$ cat src/rtl/dyn_add_sequencer.sv
// Control stage for the 32-bit dynamic adder: holds operands, pulses start,
// waits for ready (bounded by a timeout) and registers the result with a cycle count.
module dyn_add_sequencer #(
    parameter int unsigned W        = 32,
    parameter int unsigned MAX_WAIT = 16,
    parameter int unsigned CW       = 5
) (
    input  logic          clk,
    input  logic          reset,
    input  logic          in_valid,
    output logic          in_ready,
    input  logic [W-1:0]  in_a,
    input  logic [W-1:0]  in_b,
    input  logic          in_cin,
    output logic [W-1:0]  add_a,
    output logic [W-1:0]  add_b,
    output logic          add_cin,
    output logic          add_F,
    input  logic          add_R,
    input  logic [W-1:0]  add_sum,
    input  logic          add_cout,
    output logic          out_valid,
    input  logic          out_ready,
    output logic [W-1:0]  out_sum,
    output logic          out_cout,
    output logic          out_timeout,
    output logic [CW-1:0] out_cycles
);

    typedef enum logic [1:0] {IDLE, LAUNCH, WAIT} state_e;

    state_e          state_q, state_d;
    logic [CW-1:0]   count_q, count_d;
    logic [W-1:0]    add_a_q, add_a_d;
    logic [W-1:0]    add_b_q, add_b_d;
    logic            add_cin_q, add_cin_d;
    logic            add_f_q, add_f_d;
    logic            out_valid_q, out_valid_d;
    logic [W-1:0]    out_sum_q, out_sum_d;
    logic            out_cout_q, out_cout_d;
    logic            out_timeout_q, out_timeout_d;
    logic [CW-1:0]   out_cycles_q, out_cycles_d;

    // Accept only when idle and the output slot is free or being drained this cycle.
    assign in_ready = (state_q == IDLE) && !reset && (!out_valid_q || out_ready);

    always_comb begin
        state_d       = state_q;
        count_d       = count_q;
        add_a_d       = add_a_q;
        add_b_d       = add_b_q;
        add_cin_d     = add_cin_q;
        add_f_d       = 1'b0;
        out_valid_d   = out_valid_q;
        out_sum_d     = out_sum_q;
        out_cout_d    = out_cout_q;
        out_timeout_d = out_timeout_q;
        out_cycles_d  = out_cycles_q;

        if (out_valid_q && out_ready) begin
            out_valid_d = 1'b0;
        end

        case (state_q)
            IDLE: begin
                if (in_valid && in_ready) begin
                    add_a_d   = in_a;
                    add_b_d   = in_b;
                    add_cin_d = in_cin;
                    add_f_d   = 1'b1;
                    state_d   = LAUNCH;
                end
            end
            LAUNCH: begin
                count_d = '0;
                state_d = WAIT;
            end
            WAIT: begin
                if (add_R) begin
                    out_sum_d     = add_sum;
                    out_cout_d    = add_cout;
                    out_timeout_d = 1'b0;
                    out_cycles_d  = CW'(count_q + CW'(1));
                    out_valid_d   = 1'b1;
                    state_d       = IDLE;
                end else if (count_q == CW'(MAX_WAIT - 1)) begin
                    // Forced capture: the sum bus may be undriven here.
                    out_sum_d     = add_sum;
                    out_cout_d    = add_cout;
                    out_timeout_d = 1'b1;
                    out_cycles_d  = CW'(MAX_WAIT);
                    out_valid_d   = 1'b1;
                    state_d       = IDLE;
                end else begin
                    count_d = CW'(count_q + CW'(1));
                end
            end
            default: begin
                state_d = IDLE;
            end
        endcase
    end

    // Reset holds the adder timer cleared via add_F.
    always_ff @(posedge clk) begin
        if (reset) begin
            state_q       <= IDLE;
            count_q       <= '0;
            add_a_q       <= '0;
            add_b_q       <= '0;
            add_cin_q     <= 1'b0;
            add_f_q       <= 1'b1;
            out_valid_q   <= 1'b0;
            out_sum_q     <= '0;
            out_cout_q    <= 1'b0;
            out_timeout_q <= 1'b0;
            out_cycles_q  <= '0;
        end else begin
            state_q       <= state_d;
            count_q       <= count_d;
            add_a_q       <= add_a_d;
            add_b_q       <= add_b_d;
            add_cin_q     <= add_cin_d;
            add_f_q       <= add_f_d;
            out_valid_q   <= out_valid_d;
            out_sum_q     <= out_sum_d;
            out_cout_q    <= out_cout_d;
            out_timeout_q <= out_timeout_d;
            out_cycles_q  <= out_cycles_d;
        end
    end

    assign add_a       = add_a_q;
    assign add_b       = add_b_q;
    assign add_cin     = add_cin_q;
    assign add_F       = add_f_q;
    assign out_valid   = out_valid_q;
    assign out_sum     = out_sum_q;
    assign out_cout    = out_cout_q;
    assign out_timeout = out_timeout_q;
    assign out_cycles  = out_cycles_q;

endmodule

$ cat config.mk
export PLATFORM = sky130hd
export DESIGN_NAME = dyn_add_sequencer
export DESIGN_NICKNAME = d
export VERILOG_FILES = /design/src/rtl/dyn_add_sequencer.sv
export SDC_FILE = /design/constraint.sdc
export NUM_CORES = 1
export LEC_CHECK = 0
export ABC_AREA = 1
export CAP_MARGIN = 0
export CORE_UTILIZATION = 44
export DETAILED_ROUTE_END_ITERATION = 10
export MAX_ROUTING_LAYER = met4
export PLACE_DENSITY = 0.82
export SLEW_MARGIN = 30
export SYNTH_ARGS = -nofsm -noshare
export SYNTH_HDL_FRONTEND = slang
export SYNTH_SLANG_ARGS = --single-unit
$ cat constraint.sdc
create_clock -name clk -period 2.9 [get_ports clk]
set_input_delay 0.58 -clock clk [delete_from_list [all_inputs] [get_ports clk]]
set_output_delay 0.58 -clock clk [all_outputs]
set_load 0.01 [all_outputs]
==> Implementation_results.wiki, run 1 <==
=== Synthesis and place and route ===
{| class="wikitable"
! Metric !! Value
|-
| Status || finished clean
|-
| Max Clk Rate || 397 MHz
|-
| Combinational share of cell area || 23.8%
|-
| Kind of critical path || input pin to primary output
|-
| Yosys warning total || 0
|-
| Cell taking the most area after synthesis || sky130_fd_sc_hd__dfxtp_1
|-
| Number of pins with negative max-slew slack in the final report || 0
|-
| Top logic cells by instance count in the layout || sky130_fd_sc_hd__clkdlybuf4s50_1, sky130_fd_sc_hd__nor2_1, sky130_fd_sc_hd__nand2_1
|-
| Horizontal die size || 102 um
|-
| Core utilization before placement || 45.3%
|-
| Met3 usage in global routing || 9.85%
|-
| Asr flop ratio synth || 0%
|-
| Log Warnings || 28
|-
| Total setup buffers inserted after CTS || 0
|-
| Number of clock buffers inserted by TritonCTS || 17
|-
| Critical path cell sequence || clkdlybuf4s50_1 > inv_1 > nand2_1 > nand3_1 > inv_1 > clkdlybuf4s50_1
|-
| Total GRT Usage || 24.5%
|-
| Clock network power || 1.84 mW
|-
| Reg2Reg Capture Point || out_cycles[1]
|-
| Crit path required time || 2320 ps
|-
| Count of final setup violators || 0
|-
| Detail-routed via count per cell || 4.59
|-
| Final hold vios || 0
|-
| PortBufs || 209
|-
| Final core utilization || 72.7%
|-
| Die Ht || 102 um
|-
| Initial DRC count || 105
|-
| Final Total Pwr || 4.15 mW
|-
| Placement row count || 36
|-
| Power group with the largest share || clock
|-
| Highest ir drop seen on vdd || 0.332 mV
|-
| Post-synth regs || 113
|-
| Chip footprint || 10400 um^2
|-
| Share of the clock period used by the worst path || 87.0%
|-
| Comb power frac || 14.8%
|-
| Type of the tightest min-delay check || flip-flop to flip-flop
|}
## run 1: state kept, by name, indices dropped and copies added, names as in the netlist
name	count
add_a	32
add_b	32
out_sum	32
count_q	5
out_cycles	5
state_q	2
add_F	1
add_cin	1
out_cout	1
out_timeout	1
out_valid	1
## run 1: kinds of logic (layout without fill, tap and decap cells)
logic type / Yosys count / in the layout / synth area share, %
adders and majority gates: 2 / 2 / 0.568
buffers and inverters: 112 / 324 / 10.7
AOI/OAI and AO/OA: 48 / 48 / 5.45
and+or+nand+nor: 363 / 363 / 31.8
DFF: 113 / 113 / 51.3
xor gates and xnor gates: 1 / 1 / 0.199
## run 1: metal layers
layer | share of wire, % | wire length (um)
met1 | 41 | 5150
met2 | 48 | 5950
met3 | 9.0 | 1120
met4 | 1.7 | 215
met5 | 0 | 0
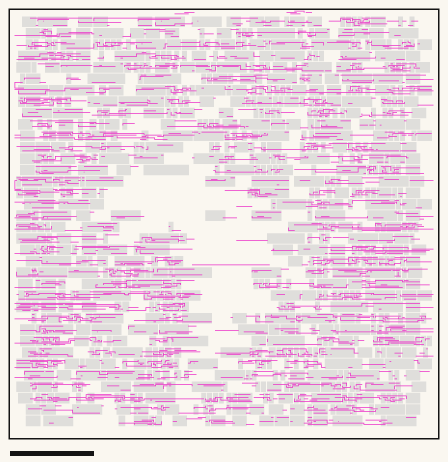
(run_1/met1.png)
The bar under the picture is 20 um long.
share of all routed wire: 41%
nets with wire on the layer: 845
main direction: horizontal

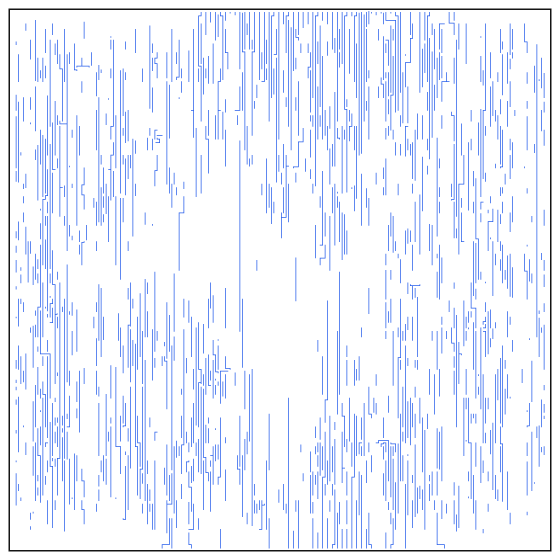
(run_1/met2.png)
share of all routed wire: 48%
longest straight run: 55.2 um

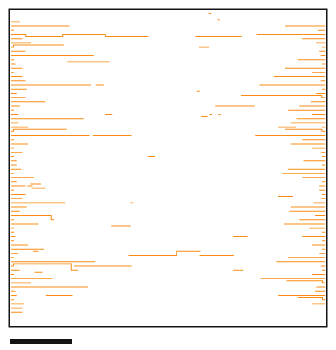
(run_1/met3.png)
The bar under the picture is 20 um long.
longest straight run: 26.9 um
wire length on this layer: 1120 um
total vias in the final route: 4518
DRT Wirelength: 12400 um

--- run 2 (diff from run 1) ---
--- a/config.mk
+++ b/config.mk
@@ -6,9 +6,11 @@
 export NUM_CORES = 1
 export LEC_CHECK = 0
 export ABC_AREA = 1
+export ABC_CLOCK_PERIOD_IN_PS = 2900
 export CAP_MARGIN = 0
 export CORE_UTILIZATION = 44
 export DETAILED_ROUTE_END_ITERATION = 10
+export GPL_ROUTABILITY_DRIVEN = 1
 export MAX_ROUTING_LAYER = met4
 export PLACE_DENSITY = 0.82
 export SLEW_MARGIN = 30
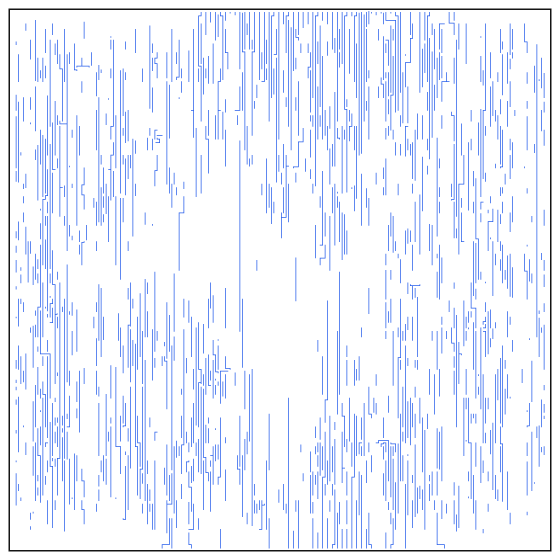
(run_2/met2.png)
nets with wire on the layer: 762
share of all routed wire: 48%
main direction: vertical
wire length on this layer: 5950 um
longest straight run: 55.2 um

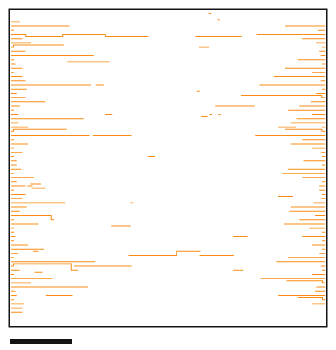
(run_2/met3.png)
The bar under the picture is 20 um long.
share of all routed wire: 9.0%
nets with wire on the layer: 151
wire length on this layer: 1120 um

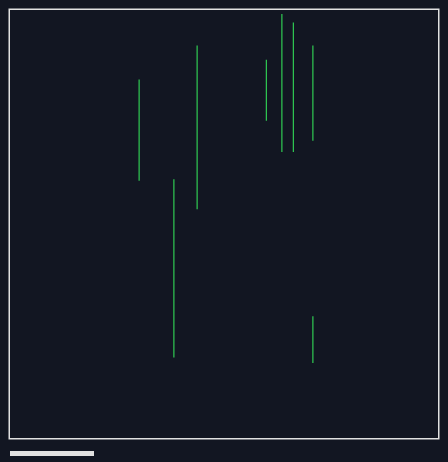
(run_2/met4.png)
The bar under the picture is 20 um long.
wire length on this layer: 216 um
longest straight run: 42.2 um
share of all routed wire: 1.7%
main direction: vertical

==> Implementation_results.wiki, run 2 <==
=== Synthesis and place and route ===
{| class="wikitable"
! Metric !! Value
|-
| Initial DRC count || 105 (unchanged)
|-
| Yosys warning total || 0 (unchanged)
|-
| Detail-routed via count per cell || 4.59 (unchanged)
|-
| Clock network power || 1.84 mW (about the same)
|-
| PortBufs || 209 (unchanged)
|-
| Total vias in the final route || 4518 (unchanged)
|-
| Final core utilization || 72.7% (unchanged)
|-
| Critical path cell sequence || clkdlybuf4s50_1 > inv_1 > nand2_1 > nand3_1 > inv_1 > clkdlybuf4s50_1
|-
| Post-detail-place hpwl || 8650 um
|-
| Count of final setup violators || 0 (unchanged)
|-
| Asr flop ratio synth || 0% (unchanged)
|-
| Die Ht || 102 um (unchanged)
|-
| Cell taking the most area after synthesis || sky130_fd_sc_hd__dfxtp_1
|-
| Placement row count || 36 (unchanged)
|-
| Slew @ Worst Pin || 973 ps
|-
| Final Total Pwr || 4.15 mW (unchanged)
|-
| Min-delay src || out_cycles[2]
|-
| Detail Route met2 WL || 5950 um (unchanged)
|-
| Highest ir drop seen on vdd || 0.332 mV (unchanged)
|-
| Pre-antenna DRT Iters || 4
|-
| DRC violation count after routing || 0
|-
| Post-synth regs || 113 (unchanged)
|-
| Met3 layer wire length in the routed design || 1120 um (unchanged)
|-
| Top logic cells by instance count in the layout || sky130_fd_sc_hd__clkdlybuf4s50_1, sky130_fd_sc_hd__nor2_1, sky130_fd_sc_hd__nand2_1
|-
| Number of pins with negative max-slew slack in the final report || 0 (unchanged)
|-
| Area growth from synthesis to layout || 60.5%
|-
| Log Warnings || 28 (unchanged)
|-
| Power group with the largest share || clock
|-
| Final hold vios || 0 (unchanged)
|-
| Hold endpoint || out_cycles[2]
|-
| Max Clk Rate || 397 MHz (unchanged)
|-
| Post-synthesis average cell area || 6.90 um^2
|-
| Reg2Reg Capture Point || out_cycles[1]
|-
| Routed metal-1 wire length || 5150 um (unchanged)
|-
| Internal Dissipation || 3.15 mW
|-
| Number of cells produced by synthesis || 639
|-
| Share of the clock period used by the worst path || 87.0% (unchanged)
|-
| Kind of critical path || input pin to primary output
|-
| Chip footprint || 10400 um^2 (unchanged)
|-
| Type of the tightest min-delay check || flip-flop to flip-flop
|-
| Comb power frac || 14.8% (about the same)
|-
| Core utilization before placement || 45.3% (unchanged)
|-
| Horizontal die size || 102 um (unchanged)
|-
| Number of clock buffers inserted by TritonCTS || 17 (unchanged)
|-
| Top layer used by detailed routing || met4
|-
| Core Area || 9730 um^2
|-
| Status || finished clean
|-
| Number of inserted diodes || 0
|-
| Leakage || 3.28 nW
|-
| Total setup buffers inserted after CTS || 0 (unchanged)
|-
| Total GRT Usage || 24.5% (unchanged)
|}
run 2: layout make-up:
cell class	instances	area, um^2
clock buffers	24	460
clock inverters	7	60.1
fillers	751	2660
inverters	78	293
multi-input cells	414	1680
flip-flops and latches	113	2260
well taps	133	166
repair buffers	215	2150
run 2: routing by layer:
layer / global-route usage (%) / vias to the layer above
li1: - / 2289
met4: 10.4 / 0
met2: 41.1 / 182
met5: - / -
met3: 9.85 / 20
met1: 25.2 / 2027
run 2: cell families after synthesis:
kind of cell | share of synthesized area, %
simple gates | 31.8
flops | 51.3
buf+inv | 10.7
compound gates | 5.45
fa+ha+maj | 0.568
xor+xnor | 0.199
run 2: worst max-delay path, delay by kind of cell:
kind | cells | cell delay (ps)
buf+inv | 4 | 1110
simple gates | 2 | 250
Power is estimated from default activity; no workload was simulated.
